Fig. 1: clock wires, drivers and flops
Scale: 3 px per um.
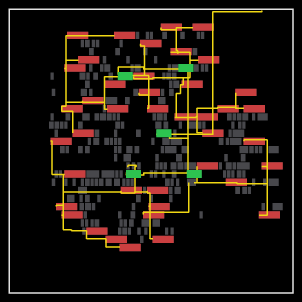
Fig. 2: routing congestion
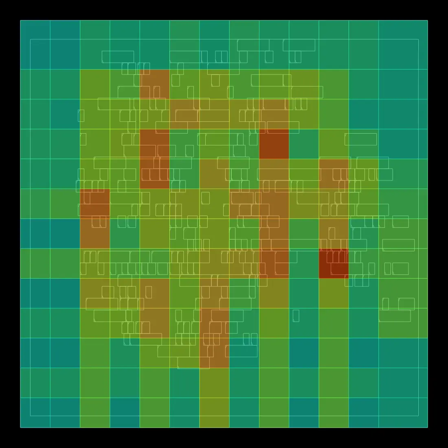
Fig. 3: where the registers sit
Scale: 4 px per um. Other sequential cells in the stronger gray, the rest of the logic in the fainter gray.
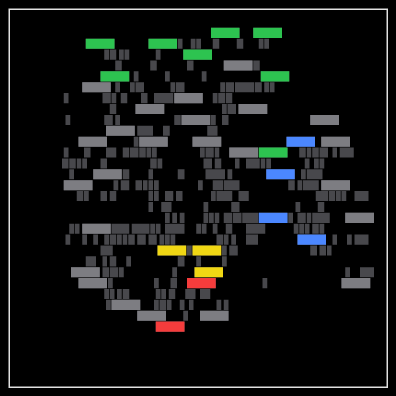
Fig. 4: selected gate families
Scale: 4 px per um.
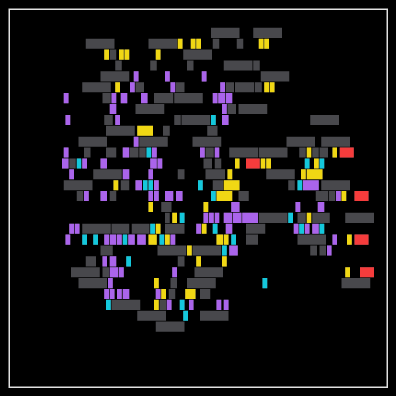
==> config.mk <==
export PLATFORM = sky130hd
export DESIGN_NAME = spi_engine
export DESIGN_NICKNAME = d
export VERILOG_FILES = /design/src/rtl/spi_engine.sv
export SDC_FILE = /design/constraint.sdc
export NUM_CORES = 1
export LEC_CHECK = 0
export ABC_AREA = 1
export CORE_MARGIN = 2
export CORE_UTILIZATION = 23
export CTS_BUF_LIST = sky130_fd_sc_hd__clkbuf_8 sky130_fd_sc_hd__clkbuf_16
export CTS_CLUSTER_DIAMETER = 50
export DETAILED_ROUTE_END_ITERATION = 10
export DONT_BUFFER_PORTS = 1
export PLACE_DENSITY = 0.45
export SYNTH_ARGS = -nofsm -noshare
export SYNTH_HDL_FRONTEND = slang
export SYNTH_SLANG_ARGS = --single-unit
==> constraint.sdc <==
create_clock -name CLK -period 1.95 [get_ports CLK]
set_input_delay 0.39 -clock CLK [delete_from_list [all_inputs] [get_ports CLK]]
set_output_delay 0.39 -clock CLK [all_outputs]
set_load 0.05 [all_outputs]
==> src/rtl/spi_engine.sv <==
// spi_engine: SPI master shift engine for the Gigatron expansion CPLD.
// A single START strobe runs one DW-bit transfer, MSB first. Slave select,
// SPI mode and the SCK half-period are captured with the word, so the
// operand registers can be rewritten while a transfer is in flight.
// With HOLD the select stays low across words until RELEASE or a
// transfer to another slave.
module spi_engine #(
    parameter  int NSS  = 2,
    parameter  int DW   = 8,
    parameter  int DIVW = 4,
    localparam int SW   = (NSS > 1) ? $clog2(NSS) : 1
) (
    input  logic            CLK,
    input  logic            RST,
    input  logic            START,
    input  logic [DW-1:0]   WDATA,
    input  logic [SW-1:0]   SEL,
    input  logic            CPOL,
    input  logic            CPHA,
    input  logic            HOLD,
    input  logic [DIVW-1:0] DIV,
    input  logic            RELEASE,
    input  logic [NSS-1:0]  MISO,
    output logic            MOSI,
    output logic            SCK,
    output logic [NSS-1:0]  nSS,
    output logic [DW-1:0]   RDATA,
    output logic            BUSY,
    output logic            DONE
);

    localparam int BW = $clog2(DW);

    typedef enum logic [2:0] {
        S_IDLE,
        S_SETUP,
        S_LEAD,
        S_TRAIL,
        S_DONE
    } state_t;

    // Transfer settings frozen at the accepted START.
    typedef struct packed {
        logic [SW-1:0]   sel;
        logic            cpol;
        logic            cpha;
        logic            hold;
        logic [DIVW-1:0] div;
    } cfg_t;

    state_t          state, state_nxt;
    cfg_t            cfg;
    logic [DIVW-1:0] cnt;
    logic [BW-1:0]   bitcnt;
    logic [DW-1:0]   shreg;
    logic            rxbit;
    logic            start_acc;
    logic            hp_zero;
    logic            miso_sel;
    logic [NSS-1:0]  cur_hit;
    logic [NSS-1:0]  new_hit;

    // Per-slave decode. An out-of-range select matches no slave, so nothing
    // is asserted and the sampled input reads as 0.
    for (genvar g = 0; g < NSS; g++) begin : g_slave
        assign cur_hit[g] = (cfg.sel == SW'(g));
        assign new_hit[g] = (SEL == SW'(g));
    end

    assign miso_sel  = |(MISO & cur_hit);
    assign start_acc = START && ((state == S_IDLE) || (state == S_DONE));
    assign hp_zero   = (cnt == '0);

    // State register.
    always_ff @(posedge CLK) begin
        if (RST) state <= S_IDLE;
        else     state <= state_nxt;
    end

    // Next-state logic: each timed state leaves when the half-period count hits 0.
    always_comb begin
        state_nxt = state;
        case (state)
            S_IDLE:  if (start_acc) state_nxt = S_SETUP;
            S_SETUP: if (hp_zero) state_nxt = S_LEAD;
            S_LEAD:  if (hp_zero) state_nxt = S_TRAIL;
            S_TRAIL: if (hp_zero) state_nxt = (bitcnt == '0) ? S_DONE : S_LEAD;
            S_DONE:  state_nxt = start_acc ? S_SETUP : S_IDLE;
            default: state_nxt = S_IDLE;
        endcase
    end

    // Half-period counter: reload on every state change, then count down to 0
    // and stay there, so a maximum DIV never wraps.
    always_ff @(posedge CLK) begin
        if (RST)                     cnt <= '0;
        else if (state_nxt != state) cnt <= start_acc ? DIV : cfg.div;
        else if (!hp_zero)           cnt <= cnt - DIVW'(1);
    end

    // Status flags, registered from the next state so they line up with it.
    always_ff @(posedge CLK) begin
        if (RST) begin
            BUSY <= 1'b0;
            DONE <= 1'b0;
        end else begin
            BUSY <= (state_nxt == S_SETUP) || (state_nxt == S_LEAD) ||
                    (state_nxt == S_TRAIL);
            DONE <= (state_nxt == S_DONE);
        end
    end

    // Shift datapath and pin drivers; every action is tied to a state entry.
    always_ff @(posedge CLK) begin
        if (RST) begin
            cfg    <= '0;
            shreg  <= '0;
            rxbit  <= 1'b0;
            bitcnt <= '0;
            MOSI   <= 1'b0;
            SCK    <= 1'b0;
            nSS    <= '1;
            RDATA  <= '0;
        end else if (start_acc) begin
            // Entering SETUP: the new select replaces any held one in the same
            // edge, so two selects are never low together.
            cfg    <= '{sel: SEL, cpol: CPOL, cpha: CPHA, hold: HOLD, div: DIV};
            shreg  <= WDATA;
            bitcnt <= BW'(DW - 1);
            nSS    <= ~new_hit;
            SCK    <= CPOL;
            if (!CPHA) MOSI <= WDATA[DW-1];
        end else begin
            if (((state == S_IDLE) || (state == S_DONE)) && RELEASE)
                nSS <= '1;

            // Leading SCK edge: mode-0/2 samples, mode-1/3 launches the MSB.
            if ((state != S_LEAD) && (state_nxt == S_LEAD)) begin
                SCK <= ~cfg.cpol;
                if (cfg.cpha) MOSI  <= shreg[DW-1];
                else          rxbit <= miso_sel;
            end

            // Trailing SCK edge: shift in the received bit. Mode-0/2 then
            // launches the next MSB, except after the last bit so MOSI holds.
            if ((state != S_TRAIL) && (state_nxt == S_TRAIL)) begin
                SCK <= cfg.cpol;
                if (cfg.cpha) begin
                    shreg <= {shreg[DW-2:0], miso_sel};
                end else begin
                    shreg <= {shreg[DW-2:0], rxbit};
                    if (bitcnt != '0) MOSI <= shreg[DW-2];
                end
            end

            if ((state == S_TRAIL) && (state_nxt == S_LEAD))
                bitcnt <= bitcnt - BW'(1);

            if ((state == S_TRAIL) && (state_nxt == S_DONE)) begin
                RDATA <= shreg;
                if (!cfg.hold) nSS <= '1;
            end
        end
    end

endmodule

==> Changelog: implementation <==
## Flow update

* Outcome: finished clean
* Cells on worst reg2reg path at 13
* Clk_skew at 0.00627 ns
* # diodes at 0
* Design area at 2080 sq um
* Worst path max stage delay at 0.31 ns
* EDFF count, synth at 0
* Nonclk buf count at 6
* Late-Pin Clk Latency at 0.30 ns
* Buffering overhead at 0.0216
* Reg area at 821 sq um
* Grt met1 use at 0.140
* Final setup viols at 0
* Largest registers: RDATA (8), cfg (8), shreg (8)
* Slew @ Worst Pin at 0.608 ns
* Most instantiated logic cell after routing: nand2_1
* Buf/Inv on CP at 3
* Root buf cell: clkbuf_8
* Final Slew Violations at 0
* F_max at 575 MHz
* Max Used Layer: met4
* End of the worst register-to-register path: bitcnt[0]
* Metal2 WL at 2080 um
* Post-Synth Adder-Cell Area at 0.0201
* Worst Hold Endpoint: MOSI
* Sequential power at 1.17 mW
* Sw Ratio at 0.416
* Layout Utilization at 0.267
* Top Layout Cells: nand2_1 (53), dfxtp_1 (41), nor2_1 (38)
* Total Negative Setup Slacks at 0 ns
* Maximum fanout along the worst path at 7
* Flop pwr share at 0.433
* Drc violations at 0
* PortBufs at 0
* Hold depth at 1
* Reg2reg setup slack at 0.21 ns
* Largest class: multi-input combinational cells
* Mapped cell area at 1870 sq um
* Pwr dens at 1300 nW/um^2
* Switching Power at 1.13 mW
* Clock buffer cells at 5
* Pre-Place Util at 0.239
* Drt pass-1 iters at 4
* Post-synth top cells: nand2_1 (53), dfxtp_1 (41), nor2_1 (38)
* Hpwl dp at 3350 um
* Hold Path Class: input pin to register
* Critical path depth at 13
* Tool warnings at 28
* Syn Area/Cell at 7.30 sq um
* Chip height at 94.1 um
* Max-slew headroom at 0.594
* XORs/XNORs by Area at 0.00938
About Fig. 1:
Key: clock wires = yellow [length 624 um]; flip-flops = red [count 41]; cells driving clock nets = green [count 5]
There are 6 routed clock nets.

About Fig. 2:
gr usage total: 0.113
routed len/inst: 12.6 um

About Fig. 3:
Key: `nSS` = red [sequential cells 2]; `cnt` = blue [sequential cells 4, where east]; `RDATA` = green [sequential cells 8]; `state` = yellow [sequential cells 3]
Another 24 sequential cells are not colored.

About Fig. 4:
Key: NAND gates = purple [cells 83]; inverters = cyan [cells 27]; NOR gates = yellow [cells 45]; multiplexers = red [cells 5, where east]

Power and IR drop assume default switching activity.
